[src/rtl/pool_kxk_band.sv]
// Streaming KxK pooling over one band of K rows x (OUT_W*K) columns.
// Samples arrive in raster order; one registered result word is produced per band.
module pool_kxk_band #(
    parameter int DW    = 8,
    parameter int OUT_W = 3,
    parameter int K     = 2,
    parameter int MODE  = 0
) (
    input  logic                  clk,
    input  logic                  rst_n,
    input  logic                  in_vld,
    input  logic signed [DW-1:0]  in_data,
    input  logic                  in_clr,
    output logic                  out_vld,
    output logic [OUT_W*DW-1:0]   out_data,
    output logic                  busy
);

    localparam int LK   = $clog2(K);
    localparam int AW   = DW + 2 * LK;
    localparam int NCOL = OUT_W * K;
    localparam int CW   = $clog2(NCOL) + 1;
    localparam int RW   = $clog2(K) + 1;
    localparam int SH   = (MODE == 1) ? 2 * LK : 0;

    logic [CW-1:0]         col_q;
    logic [RW-1:0]         row_q;
    logic signed [AW-1:0]  acc_q [OUT_W];
    logic signed [AW-1:0]  acc_d [OUT_W];
    logic [OUT_W*DW-1:0]   out_data_q;
    logic [OUT_W*DW-1:0]   res_d;
    logic                  out_vld_q;

    logic [CW-1:0]         win;
    logic [CW-1:0]         off;
    logic                  accept;
    logic                  last_col;
    logic                  last_row;
    logic signed [AW-1:0]  samp_ext;

    assign accept   = in_vld & ~in_clr;
    assign win      = col_q / CW'(K);
    assign off      = col_q % CW'(K);
    assign last_col = (col_q == CW'(NCOL - 1));
    assign last_row = (row_q == RW'(K - 1));
    assign samp_ext = {{(AW-DW){in_data[DW-1]}}, in_data};

    // The first sample of each window loads; later ones fold in by max or sum.
    always_comb begin
        for (int j = 0; j < OUT_W; j++) begin
            acc_d[j] = acc_q[j];
            if (accept && (win == CW'(j))) begin
                if ((row_q == '0) && (off == '0)) begin
                    acc_d[j] = samp_ext;
                end else if (MODE == 1) begin
                    acc_d[j] = acc_q[j] + samp_ext;
                end else if (samp_ext > acc_q[j]) begin
                    acc_d[j] = samp_ext;
                end
            end
        end
    end

    // Results are taken from acc_d so the band's final sample is included.
    always_comb begin
        res_d = '0;
        for (int j = 0; j < OUT_W; j++) begin
            res_d[j*DW +: DW] = DW'(acc_d[j] >>> SH);
        end
    end

    always_ff @(posedge clk or negedge rst_n) begin
        if (!rst_n) begin
            col_q      <= '0;
            row_q      <= '0;
            out_data_q <= '0;
            out_vld_q  <= 1'b0;
            for (int j = 0; j < OUT_W; j++) begin
                acc_q[j] <= '0;
            end
        end else begin
            out_vld_q <= 1'b0;
            if (in_clr) begin
                col_q <= '0;
                row_q <= '0;
            end else if (in_vld) begin
                acc_q <= acc_d;
                if (last_col) begin
                    col_q <= '0;
                    if (last_row) begin
                        row_q      <= '0;
                        out_data_q <= res_d;
                        out_vld_q  <= 1'b1;
                    end else begin
                        row_q <= row_q + RW'(1);
                    end
                end else begin
                    col_q <= col_q + CW'(1);
                end
            end
        end
    end

    assign out_vld  = out_vld_q;
    assign out_data = out_data_q;
    assign busy     = (row_q != '0) || (col_q != '0);

endmodule

[config.mk]
export PLATFORM = sky130hd
export DESIGN_NAME = pool_kxk_band
export DESIGN_NICKNAME = d
export VERILOG_FILES = /design/src/rtl/pool_kxk_band.sv
export SDC_FILE = /design/constraint.sdc
export NUM_CORES = 1
export LEC_CHECK = 0
export CAP_MARGIN = 20
export CORE_MARGIN = 10
export CORE_UTILIZATION = 62
export CTS_BUF_LIST = sky130_fd_sc_hd__clkbuf_4 sky130_fd_sc_hd__clkbuf_8 sky130_fd_sc_hd__clkbuf_16
export DETAILED_ROUTE_END_ITERATION = 6
export GPL_ROUTABILITY_DRIVEN = 0
export PLACE_DENSITY = 0.86
export RECOVER_POWER = 25
export SYNTH_ARGS = -nofsm -noshare
export SYNTH_HDL_FRONTEND = slang
export SYNTH_SLANG_ARGS = --single-unit
[constraint.sdc]
create_clock -name clk -period 4 [get_ports clk]
set_input_delay 1 -clock clk [delete_from_list [all_inputs] [get_ports clk]]
set_output_delay 1 -clock clk [all_outputs]
set_load 0.1 [all_outputs]
Fig. 1: run 1, M4 wires
Drawn at 4 px/µm. Supply wires on this layer in grey.
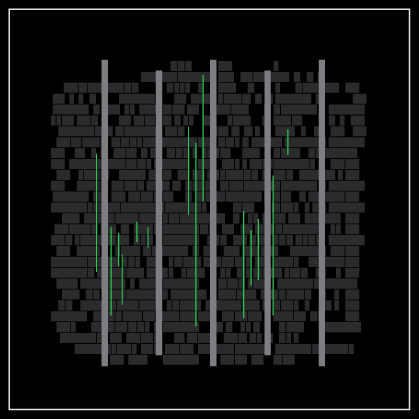
The layer holds 2.5% of the routed length. 11 nets have wire on it. The wires run mostly vertical.

Fig. 2: run 1, the metal 3 layer
Drawn at 6 px/µm.
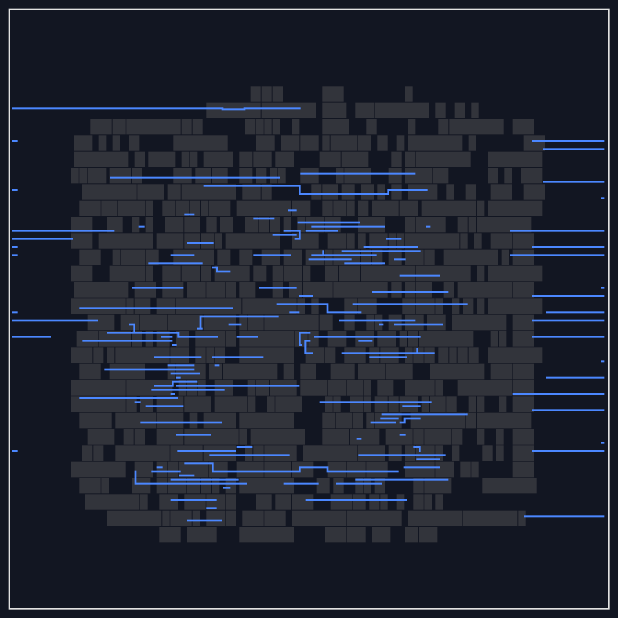
The layer holds 9.8% of the routed length. The longest straight run is 35.0 µm.

Fig. 3: run 1, M1 wires
Drawn at 4 px/µm. Supply wires on this layer in grey.
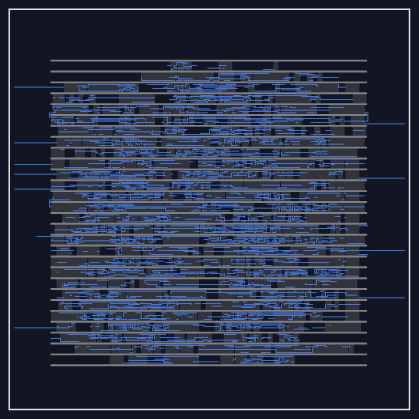
The wires run mostly horizontal. The layer carries 4430 µm of wire. The layer holds 41% of the routed length. The longest straight run is 35.4 µm.

Fig. 4: run 1, met2 routing
Drawn at 4 px/µm.
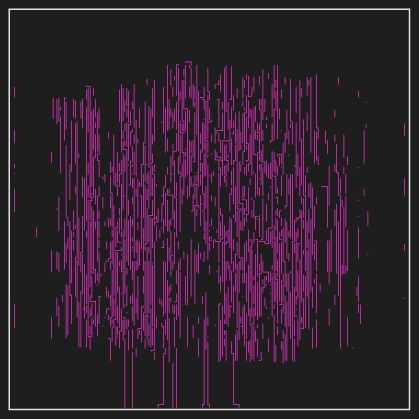
The layer holds 47% of the routed length. The layer carries 5080 µm of wire. The wires run mostly vertical. The longest straight run is 38.2 µm. 446 nets have wire on it.

==> job_summary.md, run 1 <==
## Synthesis and layout report

| Metric | Value |
|---|---|
| CP max stage delay | 0.59 ns |
| Cts repair resizes | 0 |
| Comb power frac | 38.4% |
| Area Overhead vs Synth | 15.48% |
| Placed insts | 523 |
| Total power | 2.196 mW |
| Yosys xor share | 0.2224% |
| Row Count | 28 |
| Biggest area cells | dfrtp_1 (37%), ha_1 (9.5%), nand3_1 (5.1%), o2111ai_1 (4.2%), a221oi_1 (4.0%) |
| Unrepaired setup endpoints after global routing | no |
| EDFF count, synth | 0 |
| Slew Viols, Final | 39 |
| Tap cells | 75 |
| R2R cell count | 7 |
| Cell Type Count | 52 |
| Dominant class by area | multi-input combinational cells |
| Cells in synth_stat.txt | 421 |
| Setup Skew | 0.007792 ns |
| HP Start | out_data[14]$_DFFE_PN0P_ |
| Sequential group power | 764 µW |
| Max Buffers Root-to-Sink | 2 |
| Post-layout util | 75.46% |
| GRT Overall Usage | 21.85% |
| CTS buffer count | 9 |
| Core area | 6026 µm² |
| Critical path peak fanout | 9 |
| Synth mux share | 4.639% |
| Syn_area_per_cell | 9.353 µm² |
| Non-Clock Buffer Count | 46 |
| ClkCell Share | 4.595% |
| Worst-path cell chain | clkdlybuf4s50_1 > ha_1 > a211oi_2 > nand2_2 > o311a_4 > o21bai_4 > mux2_4 |
| Largest register FFs | 27 |
| Tool warning count | 28 |
| Init Core Util | 65.34% |
| Met3 WL | 1062 µm |
| Area leader, netlist | dfrtp_1 |
| Die area | 9938 µm² |
| Synth top cells by count | dfrtp_1 (58), nand3_1 (40), nand2_1 (37), inv_1 (36), ha_1 (30) |
| Worst Hold Depth | 2 |
| Top comb family, area | AND-OR/OR-AND gates |
| Busiest grt layer | met2 |
| Top-area cell share | 36.86% |
| Beginning of the worst register-to-register path | acc_q[7]$_DFFE_PN0P_ |
| Final setup TNS | 0 ns |
| AO/OA Area Share | 21.16% |
| Reg area | 1451 µm² |
| Critical path launch point | in_data[7] |
| Combinational Area | 2225 µm² |
| Run status | complete, but fails checks |
| Register share after synthesis | 36.86% |
| MaxCap Viol Count | 1 |
| Detail Route Antenna Nets | 0 |
| Switching share of power | 38.57% |
| Comb gates | 307 |
| Clk power | 589 µW |
| Violated checks | capacitance limit, slew limit |
| Post-DP HPWL | 7541 µm |
| DP Area | 4339 µm² |
| Initial antenna violation count | 0 |
| Post-route insts no fill | 539 |
| Warning count from the yosys run | 0 |
| H-tree lvl count | 3 |
| Fill cells | 435 |
| Inverter count | 37 |
| CP endpoint | acc_q[7]$_DFFE_PN0P_ |
| Met3 GRT Util | 6.367% |
| Min Hold Slack | 0.4833 ns |
| Pwr top | combinational logic |
| Routed wire length | 10850 µm |
| Critical path launch point type | input pin |
| Cell-internal power | 1.349 mW |
| CTS tree | built |
| Final min period | 3.379 ns |
| Met1 wire length | 4430 µm |
| Met2 wire len | 5079 µm |
| Total iterations of the first detailed-routing run | 6 |
| Clk sink count | 58 |
| Psw | 847.1 µW |
| Worst hold path class | flip-flop to flip-flop |
| DR top layer | met4 |
| Die Span X | 99.69 µm |
| Largest net degree at the start of global routing | 39 |
| Critical path depth | 7 |
==> inputs of run 2 (changes only) <==
--- a/config.mk
+++ b/config.mk
@@ -7,11 +7,11 @@
 export LEC_CHECK = 0
 export CAP_MARGIN = 20
 export CORE_MARGIN = 10
-export CORE_UTILIZATION = 62
+export CORE_UTILIZATION = 58
 export CTS_BUF_LIST = sky130_fd_sc_hd__clkbuf_4 sky130_fd_sc_hd__clkbuf_8 sky130_fd_sc_hd__clkbuf_16
 export DETAILED_ROUTE_END_ITERATION = 6
 export GPL_ROUTABILITY_DRIVEN = 0
-export PLACE_DENSITY = 0.86
+export PLACE_DENSITY = 0.81
 export RECOVER_POWER = 25
 export SYNTH_ARGS = -nofsm -noshare
 export SYNTH_HDL_FRONTEND = slang
==> constraint.sdc (replaced) <==
create_clock -name clk -period 3.27 [get_ports clk]
set_input_delay 0.8175 -clock clk [delete_from_list [all_inputs] [get_ports clk]]
set_output_delay 0.8175 -clock clk [all_outputs]
set_load 0.1 [all_outputs]
Fig. 5: run 2, the metal 3 layer
Drawn at 6 px/µm.
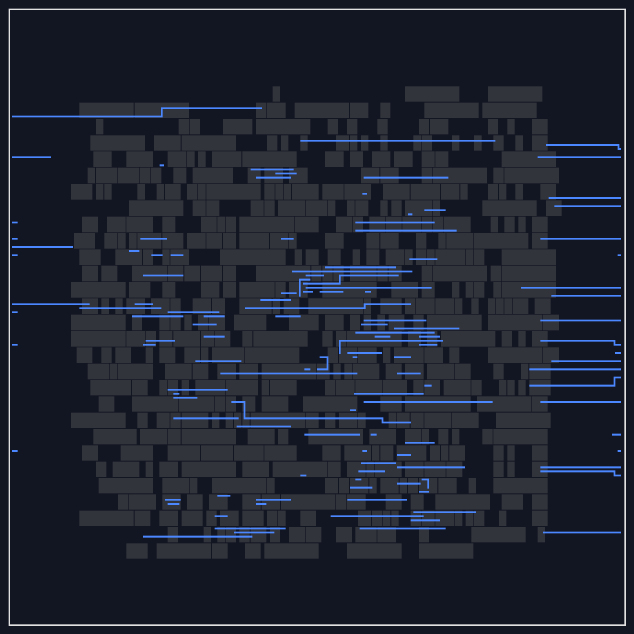
The layer carries 943 µm of wire. The longest straight run is 32.2 µm. The wires run mostly horizontal.

Fig. 6: run 2, met2 routing
Drawn at 4 px/µm.
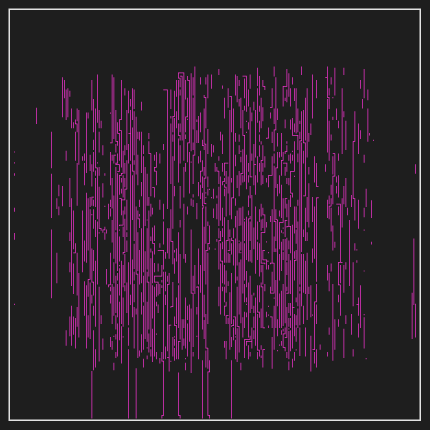
The wires run mostly vertical. 457 nets have wire on it.

==> run 2 against run 1 <==
  * The run still ends with capacitance limit, slew limit left
  * Critical endpoint is now acc_q[3]$_DFFE_PN0P_
  * Clock power grew 31%
  * Setup slack lost 0.28 ns
  * Count of clock-buffer cells in the layout shrank 3
  * Critical path depth grew 1
  * Largest power group unchanged
==> job_summary.md, run 2 <==
## Synthesis and layout report

| Metric | Value |
|---|---|
| Run status | complete, but fails checks |
| Violated checks | capacitance limit, slew limit |
| Post-DP HPWL | 7614 µm |
| Post-CTS setup buffers | 0 |
| Largest register FFs | 27 |
| Syn_area_per_cell | 9.353 µm² |
| Tool warning count | 28 |
| Met3 WL | 942 µm |
| Non-Clock Buffer Count | 60 |
| Final min period | 2.932 ns |
| Max Buffers Root-to-Sink | 2 |
| Reg area | 1451 µm² |
| Worst Hold Depth | 2 |
| Worst-path cell chain | clkdlybuf4s50_1 > ha_1 > a211oi_2 > nand2_2 > o311a_4 > o21bai_4 > buf_12 > mux2_4 |
| Total iterations of the first detailed-routing run | 7 |
| EDFF count, synth | 0 |
| Die Span X | 102.4 µm |
| Synth mux share | 4.639% |
| Worst hold path class | flip-flop to flip-flop |
| Area leader, netlist | dfrtp_1 |
| Combinational Area | 2225 µm² |
| Comb power | 1.06 mW |
| Detail Route Antenna Nets | 0 |
| Clk sink count | 58 |
| Critical path depth | 8 |
| Dominant class by area | multi-input combinational cells |
| Final setup TNS | 0 ns |
| H-tree lvl count | 3 |
| Met1 GRT Util | 27.49% |
| CTS tree | built |
| Top-area cell share | 36.86% |
| Total power | 2.756 mW |
| Inverter count | 37 |
| Pleak | 2.194 nW |
| Met3 GRT Util | 4.588% |
| R2R cell count | 8 |
| Critical path launch point type | input pin |
| Die area | 10480 µm² |
| Met2 GRT Util | 33.28% |
| CP endpoint | acc_q[3]$_DFFE_PN0P_ |
| Init Core Util | 60.96% |
| Syn Inst Count | 421 |
| Clk power | 772 µW |
| DP Area | 4397 µm² |
| Top comb family, area | AND-OR/OR-AND gates |
| Core area | 6459 µm² |
| Slew Viols, Final | 37 |
| DR top layer | met4 |
| AO/OA Area Share | 21.16% |
| Area Overhead vs Synth | 17.19% |
| Cell-internal power | 1.708 mW |
| Placed insts | 539 |
| Cts repair resizes | 0 |
| Via count | 3667 |
| Synth top cells by count | dfrtp_1 (58), nand3_1 (40), nand2_1 (37), inv_1 (36), ha_1 (30) |
| Biggest area cells | dfrtp_1 (37%), ha_1 (9.5%), nand3_1 (5.1%), o2111ai_1 (4.2%), a221oi_1 (4.0%) |
| Critical path peak fanout | 9 |
| CTS buffer count | 9 |
| Cells in synth_stat.txt | 421 |
| Sequential group power | 929 µW |
| Switching share of power | 38.04% |
| Routed wire length | 10590 µm |
| Pwr top | combinational logic |
| Critical path launch point | in_data[7] |
| Register share after synthesis | 36.86% |
| Busiest grt layer | met2 |
| Yosys xor share | 0.2224% |
| MaxCap Viol Count | 1 |
| GRT Overall Usage | 21.08% |
| Beginning of the worst register-to-register path | col_q[1]$_DFFE_PN0P_ |
| Cell Type Count | 52 |
| Row Count | 29 |
| HP Start | out_data[13]$_DFFE_PN0P_ |
| Post-route insts no fill | 555 |
| Tap cells | 77 |
| Clock power share | 28.0% |
| Met2 wire len | 4978 µm |
| Warning count from the yosys run | 0 |
| Psw | 1.049 mW |
| Setup Skew | 0.005513 ns |
| Comb power frac | 38.3% |
| CP max stage delay | 0.50 ns |
| ClkCell Share | 4.826% |
| Fill cells | 521 |
| Post-layout util | 71.45% |
| Met1 wire length | 4450 µm |
==> inputs of run 3 (changes only) <==
--- a/config.mk
+++ b/config.mk
@@ -9,6 +9,8 @@
 export CORE_MARGIN = 10
 export CORE_UTILIZATION = 58
 export CTS_BUF_LIST = sky130_fd_sc_hd__clkbuf_4 sky130_fd_sc_hd__clkbuf_8 sky130_fd_sc_hd__clkbuf_16
+export CTS_CLUSTER_DIAMETER = 100
+export CTS_CLUSTER_SIZE = 12
 export DETAILED_ROUTE_END_ITERATION = 6
 export GPL_ROUTABILITY_DRIVEN = 0
 export PLACE_DENSITY = 0.81
Fig. 7: run 3, M1 wires
Drawn at 4 px/µm. Supply wires on this layer in grey.
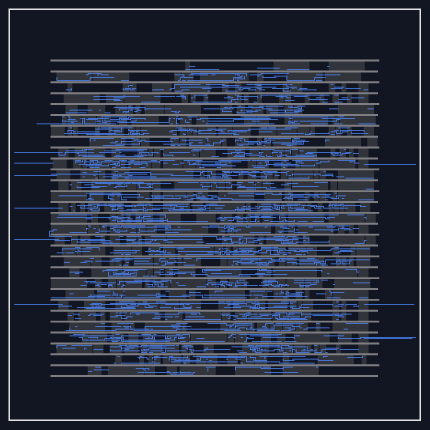
The layer holds 42% of the routed length. The longest straight run is 34.0 µm.

Fig. 8: run 3, met2 routing
Drawn at 4 px/µm.
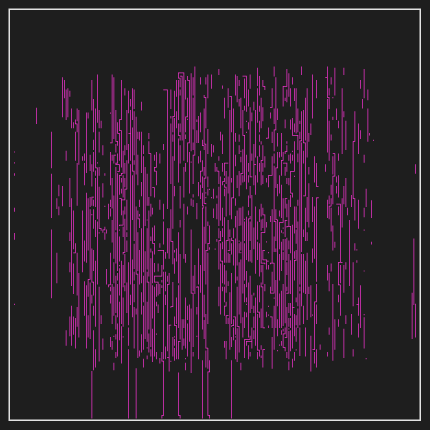
The wires run mostly vertical. 457 nets have wire on it. The layer carries 4980 µm of wire.

==> run 3 against run 2 <==
  * The flow still finishes with violations (capacitance limit, slew limit)
  * Global-route usage unchanged
  * Via count unchanged
  * Design area unchanged
  * Sequential power about the same
  * Total power unchanged
  * Cell count unchanged
==> job_summary.md, run 3 <==
## Synthesis and layout report

| Metric | Value |
|---|---|
| Met1 GRT Util | 27.49% |
| Met3 GRT Util | 4.588% |
| Slew Viols, Final | 37 |
| Die area | 10480 µm² |
| Largest register FFs | 27 |
| DP Area | 4397 µm² |
| Cells in synth_stat.txt | 421 |
| Synth mux share | 4.639% |
| DR top layer | met4 |
| Worst hold path class | flip-flop to flip-flop |
| GRT Overall Usage | 21.08% |
| Area leader, netlist | dfrtp_1 |
| Post-route insts no fill | 555 |
| Total iterations of the first detailed-routing run | 7 |
| Clock power share | 28.0% |
| Critical path launch point type | input pin |
| Post-DP HPWL | 7614 µm |
| Top-area cell share | 36.86% |
| Warning count from the yosys run | 0 |
| Setup Skew | 0.005513 ns |
| CP Class | input pin to flip-flop |
| Beginning of the worst register-to-register path | col_q[1]$_DFFE_PN0P_ |
| Busiest grt layer | met2 |
| Critical path launch point | in_data[7] |
| Final setup TNS | 0 ns |
| Final min period | 2.932 ns |
| EDFF count, synth | 0 |
| Total power | 2.756 mW |
| CP endpoint | acc_q[3]$_DFFE_PN0P_ |
| Core area | 6459 µm² |
| Comb power frac | 38.3% |
| Clk sink count | 58 |
| Fill cells | 521 |
| Run status | complete, but fails checks |
| Register share after synthesis | 36.86% |
| Worst-path cell chain | clkdlybuf4s50_1 > ha_1 > a211oi_2 > nand2_2 > o311a_4 > o21bai_4 > buf_12 > mux2_4 |
| Tap cells | 77 |
| ClkCell Share | 4.826% |
| Initial antenna violation count | 0 |
| Met1 wire length | 4450 µm |
| Latest clock arrival within the worst-skew pair | 0.35 ns |
| Met2 wire len | 4978 µm |
| Largest net degree at the start of global routing | 37 |
| Unrepaired setup endpoints after global routing | no |
| Post-layout util | 71.45% |
| Switching share of power | 38.04% |
| Max Buffers Root-to-Sink | 2 |
| AO/OA Area Share | 21.16% |
| CP max stage delay | 0.50 ns |
| Reg area | 1451 µm² |
| Comb power | 1.06 mW |
| Detail Route Antenna Nets | 0 |
| Worst Hold Depth | 2 |
| Tool warning count | 28 |
| Slowest CP cell | clkdlybuf4s50_1 |
| Critical path depth | 8 |
| Met2 GRT Util | 33.28% |
| Biggest area cells | dfrtp_1 (37%), ha_1 (9.5%), nand3_1 (5.1%), o2111ai_1 (4.2%), a221oi_1 (4.0%) |
| Yosys xor share | 0.2224% |
| Final net count | 515 |
| CTS buffer count | 9 |
| R2R cell count | 8 |
| Clk power | 772 µW |
| Pleak | 2.194 nW |
| Placed insts | 539 |
| Inverter count | 37 |
| CTS tree | built |
| Combinational Area | 2225 µm² |
| Via count | 3667 |
| Psw | 1.049 mW |
| MaxCap Viol Count | 1 |
| Area Overhead vs Synth | 17.19% |
| Post-CTS setup buffers | 0 |
| Cell-internal power | 1.708 mW |
| Met3 WL | 942 µm |
| Pwr top | combinational logic |
| Synth top cells by count | dfrtp_1 (58), nand3_1 (40), nand2_1 (37), inv_1 (36), ha_1 (30) |
| Violated checks | capacitance limit, slew limit |
| Non-Clock Buffer Count | 60 |
| Cell Type Count | 52 |
| HP Start | out_data[13]$_DFFE_PN0P_ |
| Dominant class by area | multi-input combinational cells |
| Sequential group power | 929 µW |
| Routed wire length | 10590 µm |
| Critical path peak fanout | 9 |
| Syn_area_per_cell | 9.353 µm² |
| Min Hold Slack | 0.4839 ns |
No activity file was given, so power comes from the tool's default toggle rates.
